`src/rtl/systolic_pkg.sv`:
```
// Shared constants and controller state encoding for the systolic array,
// its sequencer and the result buffer.
package systolic_pkg;

  localparam int DEFAULT_SIZE     = 10;
  localparam int DEFAULT_WIDTH    = 8;
  localparam int DEFAULT_PIPE_LAT = 2 * DEFAULT_SIZE - 1;

  typedef enum logic [2:0] {
    IDLE   = 3'd0,
    LOAD_W = 3'd1,
    FEED   = 3'd2,
    DRAIN  = 3'd3,
    DONE   = 3'd4
  } ctrl_state_t;

endpackage

```
`src/rtl/systolic_ctrl_if.sv`:
```
// Host request and array sequencing signals of the systolic controller;
// the host side is the master, the controller is the slave.
interface systolic_ctrl_if
  import systolic_pkg::*;
#(
  parameter int SIZE = DEFAULT_SIZE
);

  localparam int RW = $clog2(SIZE);

  logic          start;
  logic          reuse_w;
  logic          busy;
  logic          done;
  logic          w_load;
  logic [RW-1:0] w_row;
  logic          a_valid;
  logic [RW-1:0] a_row;
  logic          acc_clr;
  logic          cap_en;
  logic [RW-1:0] cap_row;

  modport master (
    output start, reuse_w,
    input  busy, done, w_load, w_row, a_valid, a_row, acc_clr, cap_en, cap_row
  );

  modport slave (
    input  start, reuse_w,
    output busy, done, w_load, w_row, a_valid, a_row, acc_clr, cap_en, cap_row
  );

endinterface

```
`src/rtl/systolic_ctrl.sv`:
```
// Sequencer for the weight-stationary systolic array: weight load, activation
// feed and pipeline drain, with registered strobes and row indices.
module systolic_ctrl
  import systolic_pkg::*;
#(
  parameter int SIZE     = DEFAULT_SIZE,
  parameter int PIPE_LAT = 2 * SIZE - 1
) (
  input  logic            clk,
  input  logic            rst,
  systolic_ctrl_if.slave  bus
);

  localparam int RW = $clog2(SIZE);
  localparam int CW = $clog2(SIZE + PIPE_LAT + 1);

  localparam logic [2:0] ST_IDLE   = IDLE;
  localparam logic [2:0] ST_LOAD_W = LOAD_W;
  localparam logic [2:0] ST_FEED   = FEED;
  localparam logic [2:0] ST_DRAIN  = DRAIN;
  localparam logic [2:0] ST_DONE   = DONE;

  localparam logic [CW-1:0] ONE       = CW'(1);
  localparam logic [CW-1:0] LAST_ROW  = CW'(SIZE - 1);
  localparam logic [CW-1:0] LAST_T    = CW'(SIZE + PIPE_LAT - 1);
  localparam logic [CW-1:0] CAP_FIRST = CW'(PIPE_LAT);

  logic [2:0]    state_q, state_d;
  logic [CW-1:0] cnt_q, cnt_d;
  logic          w_res_q, w_res_d;
  logic          accept;
  logic          cap_win;

  logic          busy_q, done_q, w_load_q, a_valid_q, acc_clr_q, cap_en_q;
  logic [RW-1:0] w_row_q, a_row_q, cap_row_q;

  // cnt is the row index in LOAD_W and the capture phase t across FEED+DRAIN
  always_comb begin
    state_d = state_q;
    cnt_d   = cnt_q;
    w_res_d = w_res_q;
    accept  = 1'b0;
    case (state_q)
      ST_IDLE: begin
        if (bus.start) begin
          accept  = 1'b1;
          cnt_d   = '0;
          state_d = (bus.reuse_w && w_res_q) ? ST_FEED : ST_LOAD_W;
        end
      end
      ST_LOAD_W: begin
        if (cnt_q == LAST_ROW) begin
          state_d = ST_FEED;
          cnt_d   = '0;
          w_res_d = 1'b1;
        end else begin
          cnt_d = cnt_q + ONE;
        end
      end
      ST_FEED: begin
        cnt_d = cnt_q + ONE;
        if (cnt_q == LAST_ROW) state_d = ST_DRAIN;
      end
      ST_DRAIN: begin
        if (cnt_q == LAST_T) begin
          state_d = ST_DONE;
          cnt_d   = '0;
        end else begin
          cnt_d = cnt_q + ONE;
        end
      end
      ST_DONE: state_d = ST_IDLE;
      default: begin
        state_d = ST_IDLE;
        cnt_d   = '0;
      end
    endcase
  end

  always_comb begin
    cap_win = 1'b0;
    if ((state_d == ST_FEED || state_d == ST_DRAIN) && cnt_d >= CAP_FIRST) cap_win = 1'b1;
  end

  // Outputs are decoded from next state so every strobe is a plain flop
  always_ff @(posedge clk) begin
    if (rst) begin
      state_q   <= ST_IDLE;
      cnt_q     <= '0;
      w_res_q   <= 1'b0;
      busy_q    <= 1'b0;
      done_q    <= 1'b0;
      w_load_q  <= 1'b0;
      w_row_q   <= '0;
      a_valid_q <= 1'b0;
      a_row_q   <= '0;
      acc_clr_q <= 1'b0;
      cap_en_q  <= 1'b0;
      cap_row_q <= '0;
    end else begin
      state_q   <= state_d;
      cnt_q     <= cnt_d;
      w_res_q   <= w_res_d;
      busy_q    <= (state_d == ST_LOAD_W) || (state_d == ST_FEED) || (state_d == ST_DRAIN);
      done_q    <= (state_d == ST_DONE);
      w_load_q  <= (state_d == ST_LOAD_W);
      w_row_q   <= (state_d == ST_LOAD_W) ? RW'(cnt_d) : '0;
      a_valid_q <= (state_d == ST_FEED);
      a_row_q   <= (state_d == ST_FEED) ? RW'(cnt_d) : '0;
      acc_clr_q <= accept;
      cap_en_q  <= cap_win;
      cap_row_q <= cap_win ? RW'(cnt_d - CAP_FIRST) : '0;
    end
  end

  assign bus.busy    = busy_q;
  assign bus.done    = done_q;
  assign bus.w_load  = w_load_q;
  assign bus.w_row   = w_row_q;
  assign bus.a_valid = a_valid_q;
  assign bus.a_row   = a_row_q;
  assign bus.acc_clr = acc_clr_q;
  assign bus.cap_en  = cap_en_q;
  assign bus.cap_row = cap_row_q;

endmodule

```
`src/flat_wrapper.sv`:
```
// flat-port wrapper written by rule: the top's interface ports become plain ports
module systolic_ctrl_flat import systolic_pkg::*;
#(
  parameter int SIZE     = DEFAULT_SIZE,
  parameter int PIPE_LAT = 2 * SIZE - 1
)
  (clk, rst, bus_start, bus_reuse_w, bus_busy, bus_done, bus_w_load, bus_w_row, bus_a_valid, bus_a_row, bus_acc_clr, bus_cap_en, bus_cap_row);
  systolic_ctrl_if #(.SIZE(SIZE)) bus_i ();
  input  logic clk;
  input  logic rst;
  input wire logic [$bits(bus_i.start)-1:0] bus_start;
  input wire logic [$bits(bus_i.reuse_w)-1:0] bus_reuse_w;
  output wire logic [$bits(bus_i.busy)-1:0] bus_busy;
  output wire logic [$bits(bus_i.done)-1:0] bus_done;
  output wire logic [$bits(bus_i.w_load)-1:0] bus_w_load;
  output wire logic [$bits(bus_i.w_row)-1:0] bus_w_row;
  output wire logic [$bits(bus_i.a_valid)-1:0] bus_a_valid;
  output wire logic [$bits(bus_i.a_row)-1:0] bus_a_row;
  output wire logic [$bits(bus_i.acc_clr)-1:0] bus_acc_clr;
  output wire logic [$bits(bus_i.cap_en)-1:0] bus_cap_en;
  output wire logic [$bits(bus_i.cap_row)-1:0] bus_cap_row;
  assign bus_i.start = bus_start;
  assign bus_i.reuse_w = bus_reuse_w;
  assign bus_busy = bus_i.busy;
  assign bus_done = bus_i.done;
  assign bus_w_load = bus_i.w_load;
  assign bus_w_row = bus_i.w_row;
  assign bus_a_valid = bus_i.a_valid;
  assign bus_a_row = bus_i.a_row;
  assign bus_acc_clr = bus_i.acc_clr;
  assign bus_cap_en = bus_i.cap_en;
  assign bus_cap_row = bus_i.cap_row;
  systolic_ctrl #(.SIZE(SIZE), .PIPE_LAT(PIPE_LAT)) u_core (.clk(clk), .rst(rst), .bus(bus_i));
endmodule
```
`config.mk`:
```
export PLATFORM = sky130hd
export DESIGN_NAME = systolic_ctrl_flat
export DESIGN_NICKNAME = d
export VERILOG_FILES = /design/src/rtl/systolic_pkg.sv /design/src/rtl/systolic_ctrl_if.sv /design/src/rtl/systolic_ctrl.sv /design/src/flat_wrapper.sv
export SDC_FILE = /design/constraint.sdc
export NUM_CORES = 1
export LEC_CHECK = 0
export ABC_CLOCK_PERIOD_IN_PS = 2870
export CELL_PAD_IN_SITES_DETAIL_PLACEMENT = 0
export CELL_PAD_IN_SITES_GLOBAL_PLACEMENT = 2
export CORE_MARGIN = 2
export CORE_UTILIZATION = 37
export DETAILED_ROUTE_END_ITERATION = 16
export DONT_BUFFER_PORTS = 1
export PLACE_DENSITY = 0.73
export SLEW_MARGIN = 20
export SYNTH_ARGS = -nofsm -noshare
export SYNTH_HDL_FRONTEND = slang
export SYNTH_SLANG_ARGS = --single-unit
```
`constraint.sdc`:
```
create_clock -name clk -period 2.87 [get_ports clk]
set_clock_uncertainty 0.05 [all_clocks]
set_input_delay 0.574 -clock clk [delete_from_list [all_inputs] [get_ports clk]]
set_output_delay 0.574 -clock clk [all_outputs]
set_load 0.01 [all_outputs]
```
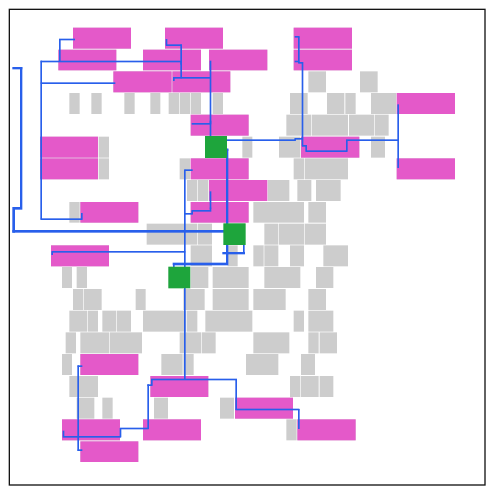
(routed clock nets over the placement)
Drawn at 8 px/um.
[clock-net drivers] green | count: 3
[clock wires] blue | length: 313 um
[flip-flops] magenta | count: 27
routed clock nets: 4

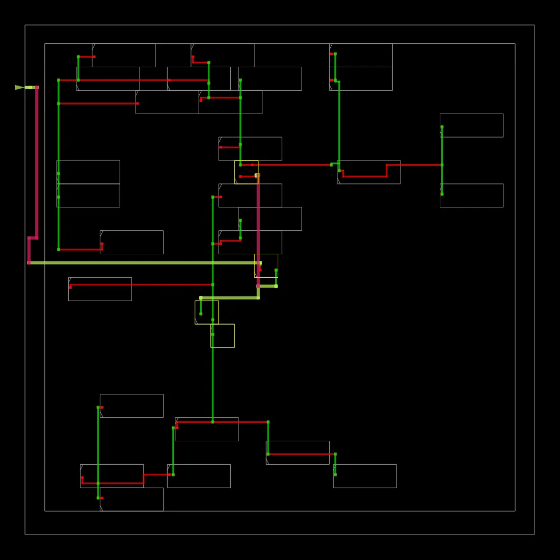
(clock wiring as the flow saved it)
clk sinks: 27
Clk power: 0.000169 W
CTS Buf Count: 3
flop count: 27

==> results.py <==
# Flow results
metrics = {
    "power": {
        "p_sw_w": 0.000156,
        "p_leak_nw": 0.460,
        "pwr-share-clk_pct": 27.5,
        "powerComb_w": 0.0000528,
        "power_frac_comb_pct": 8.6,
        "internal-power_w": 0.000458,
        "peakVddDrop_uv": 203,
        "top_power_group": "sequential cells",
        "p_sw_share_pct": 25.4,
        "p_seq_w": 0.000393,
        "cellPowerDensity_mw_per_mm2": 516,
        "power_frac_seq_pct": 63.9,
    },
    "global_routing": {
        "grt_max_degree": 17,
        "antenna_found_initial": 0,
        "grt_pass1_wl_um": 3500,
        "gr-total-overflow": 0,
        "use_met2_pct": 20.3,
        "met3_usage_pct": 3.93,
        "gr-usage-all-layers_pct": 13.5,
    },
    "finish": {
        "drive_gt1_share_pct": 11.8,
        "ff_latch_area_um2": 541,
        "syn2layout_area_growth_pct": 5.31,
        "fillers": 315,
        "nets": 128,
    },
    "logic_synthesis": {
        "ys_seq_share_pct": 47.8,
        "simple_gate_area_share_pct": 24.6,
        "syn_inst": 117,
        "syn-cell-area_mm2": 0.00113,
        "avgSynthCellArea_um2": 9.67,
        "mux_area_share_pct": 0.996,
        "numSynthFlops": 27,
        "xor_area_share_pct": 0.774,
        "top_logic_kind": "simple AND/OR/NAND/NOR gates",
        "adder_share_pct": 4.42,
        "synth_chip_area_mm2": 0.00113,
        "fp_nets": 125,
        "yosysCellCount": 117,
        "ys_warn_count": 0,
        "ys_sh_aoi_pct": 17.0,
        "yosys.cell_types.count": 39,
    },
    "final_timing": {
        "slew-limit-headroom_pct": 65.7,
        "min_period_ns": 2.24,
        "setup_tns_ns": 0,
        "rsz0062_at_grt": "no",
        "drv_slew": 0,
        "finalHoldViolations": 0,
        "holdWs_ns": 0.238,
    },
    "clock_tree": {
        "cts_tree": "done",
        "max-clock-path-buffers": 2,
        "worstSkewPairLatency_ns": 0.33,
        "cts_root_buf": "clkbuf_4",
        "h-tree-depth": 1,
        "clk_pin_slew_ns": 0.15,
        "post_cts_buffers": 0,
        "cts_resized": 0,
    },
    "routing": {
        "drtAntennaViolNets": 0,
        "dr.pass1.iters": 4,
        "post_drt_wl_per_cell_um": 14.4,
        "vias": 801,
        "avgViaCountPerCell": 5.27,
        "drt_wl_total_um": 2190,
    },
    "setup_path": {
        "startpoint": "u_core.cnt_q[0]$_SDFF_PP0_",
        "worst-path-buf-inv": 3,
        "cp-start-kind": "flip-flop",
        "crit_chain": "inv_1 > ha_1 > and4_4 > a21bo_4 > a211o_4 > clkinv_4 > ha_1 > inv_1 > a31oi_1 > and2_1",
        "cp.arrival_ns": 2.48,
        "end_kind": "flip-flop",
        "cp_top_family": "AND-OR/OR-AND gates",
        "cp.required_ns": 3.11,
        "slowest_stage": "dfxtp_1",
        "critical-path-max-stage-delay_ns": 0.45,
        "crit_type": "flip-flop to flip-flop",
    },
    "floorplan": {
        "die_w_um": 59.3,
        "io-pin-count": 22,
        "die_y_um": 59.3,
        "core_area_mm2": 0.00298,
        "chipArea_mm2": 0.00352,
        "initCoreUtil_pct": 38.0,
    },
    "min_path": {
        "min_path_type": "primary input to flip-flop",
        "hp-start": "rst",
    },
    "status": {
        "status": "finished, final reports clean",
    },
    "placed_design": {
        "dp_hpwl_um": 1580,
        "gp_congestion": 0.833,
        "portBuffers": 0,
    },
    "flow_run": {
        "tool_warnings": 28,
    },
}
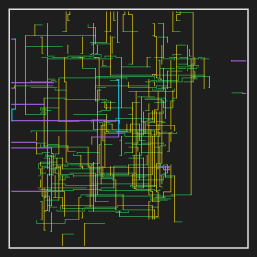
(wiring by layer)
Drawn at 4 px/um.
| layer | colour | wire length |
|---|---|---|
| M3 | purple | 94.8 um |
| M2 | yellow | 979 um |
| M4 | cyan | 34.2 um |
| M1 | green | 1,080 um |

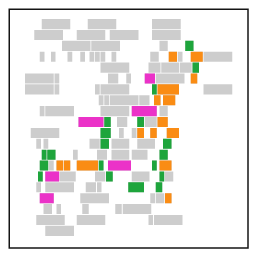
(logic cells by family)
Drawn at 4 px/um.
| family | colour | cells |
|---|---|---|
| aoi and oai cells | orange | 15 |
| nand cells | green | 19 |
| non-inverting ao/oa cells | magenta | 6 |

sequential cells by signal, summed over array words and instances, names as in the netlist:
signal              cells
u_core.cnt_q            5
u_core.bus.a_row        4
u_core.bus.cap_row      4
u_core.bus.w_row        4
u_core.state_q          3
u_core.bus.a_valid      1
u_core.bus.acc_clr      1
u_core.bus.busy         1
u_core.bus.cap_en       1
u_core.bus.done         1
u_core.bus.w_load       1
u_core.w_res_q          1
logic make-up after synthesis:
| group | Yosys count |
|---|---|
| adders and majority gates | 4 |
| DFF | 27 |
| xor gates and xnor gates | 1 |
| muxes | 1 |
| buffers and inverters | 11 |
| AOI/OAI and AO/OA | 21 |
| and+or+nand+nor | 52 |
cells in the mapped netlist (all sizes together):
master   count  area, um^2
dfxtp       27         541
nor2        19        71.3
inv          8        30.0
a21oi        7        42.5
nand2        6        22.5
nand3        5        25.0
ha           4        50.1
nand2b       4        25.0
a221oi       3        32.5
and2         3        18.8
and2b        2        15.0
and3         2        12.5
nand4        2        12.5
nor3         2        10.0
o21ai        2        10.0
a211o        1        17.5
a211oi       1        7.51
a21bo        1        16.3
a21o         1        7.51
a311oi       1        15.0
a31oi        1        6.26
a32o         1        10.0
and4         1        11.3
and4bb       1        12.5
buf          1        7.51
clkbuf       1        3.75
clkinv       1        8.76
mux2         1        11.3
nand3b       1        7.51
nand4bb      1        11.3
o211a        1        17.5
o311a        1        10.0
or2          1        6.26
or2b         1        7.51
or3b         1        8.76
xor2         1        8.76
stage by stage:
stage	total power (W)	cells	instance area, um^2	utilization (%)	setup slack [ns]
finish	0.000614	152	1190	40.0	0.630
global route	0.000650	152	1190	40.0	0.488
CTS	0.000622	152	1190	40.0	0.616
detailed placement	0.000454	148	1160	39.0	0.646
global placement	0.000455	148	1160	39.0	0.694
floorplan	0.000445	117	1130	-	0.780
layout make-up:
type                    count  share of cell area, %
clock buffers               3                   1.89
clock inverters             1                  0.630
inverters                   9                   3.26
multi-input cells          79                   45.4
flip-flops and latches     27                   45.4
well taps                  33                   3.47
routing by layer:
layer  wire length (um)  up-vias
met3                 94        4
met5                  0        -
met1               1080      372
li1                   -      409
met4                 34        0
met2                978       16
cell usage in the layout, fill, tap and decap left out, types with 2 or more instances in the layout:
cell,synthesis,layout
clkbuf_4,0,3
a21oi_2,2,2
and2b_1,2,2
nand2b_1,4,4
and3_1,2,2
dfxtp_1,27,27
a221oi_1,2,2
ha_1,4,4
nand4_1,2,2
inv_1,7,7
o21ai_1,2,2
nand3_1,5,5
nor3_1,2,2
and2_1,3,3
nand2_1,6,6
nor2_1,19,19
a21oi_1,5,5
worst paths after layout:
path,end,slack (ns),cells after the start
worst max-delay path,u_core.bus.cap_row[0]$_SDFF_PP0_,0.63,10
worst min register to register,u_core.w_res_q$_SDFFE_PP0P_,0.46,2
worst min-delay path,u_core.cnt_q[1]$_SDFF_PP0_,0.24,1
worst max register to register,u_core.bus.cap_row[0]$_SDFF_PP0_,0.63,10
Power figures rest on the tool's default switching activity, not on a simulated workload.
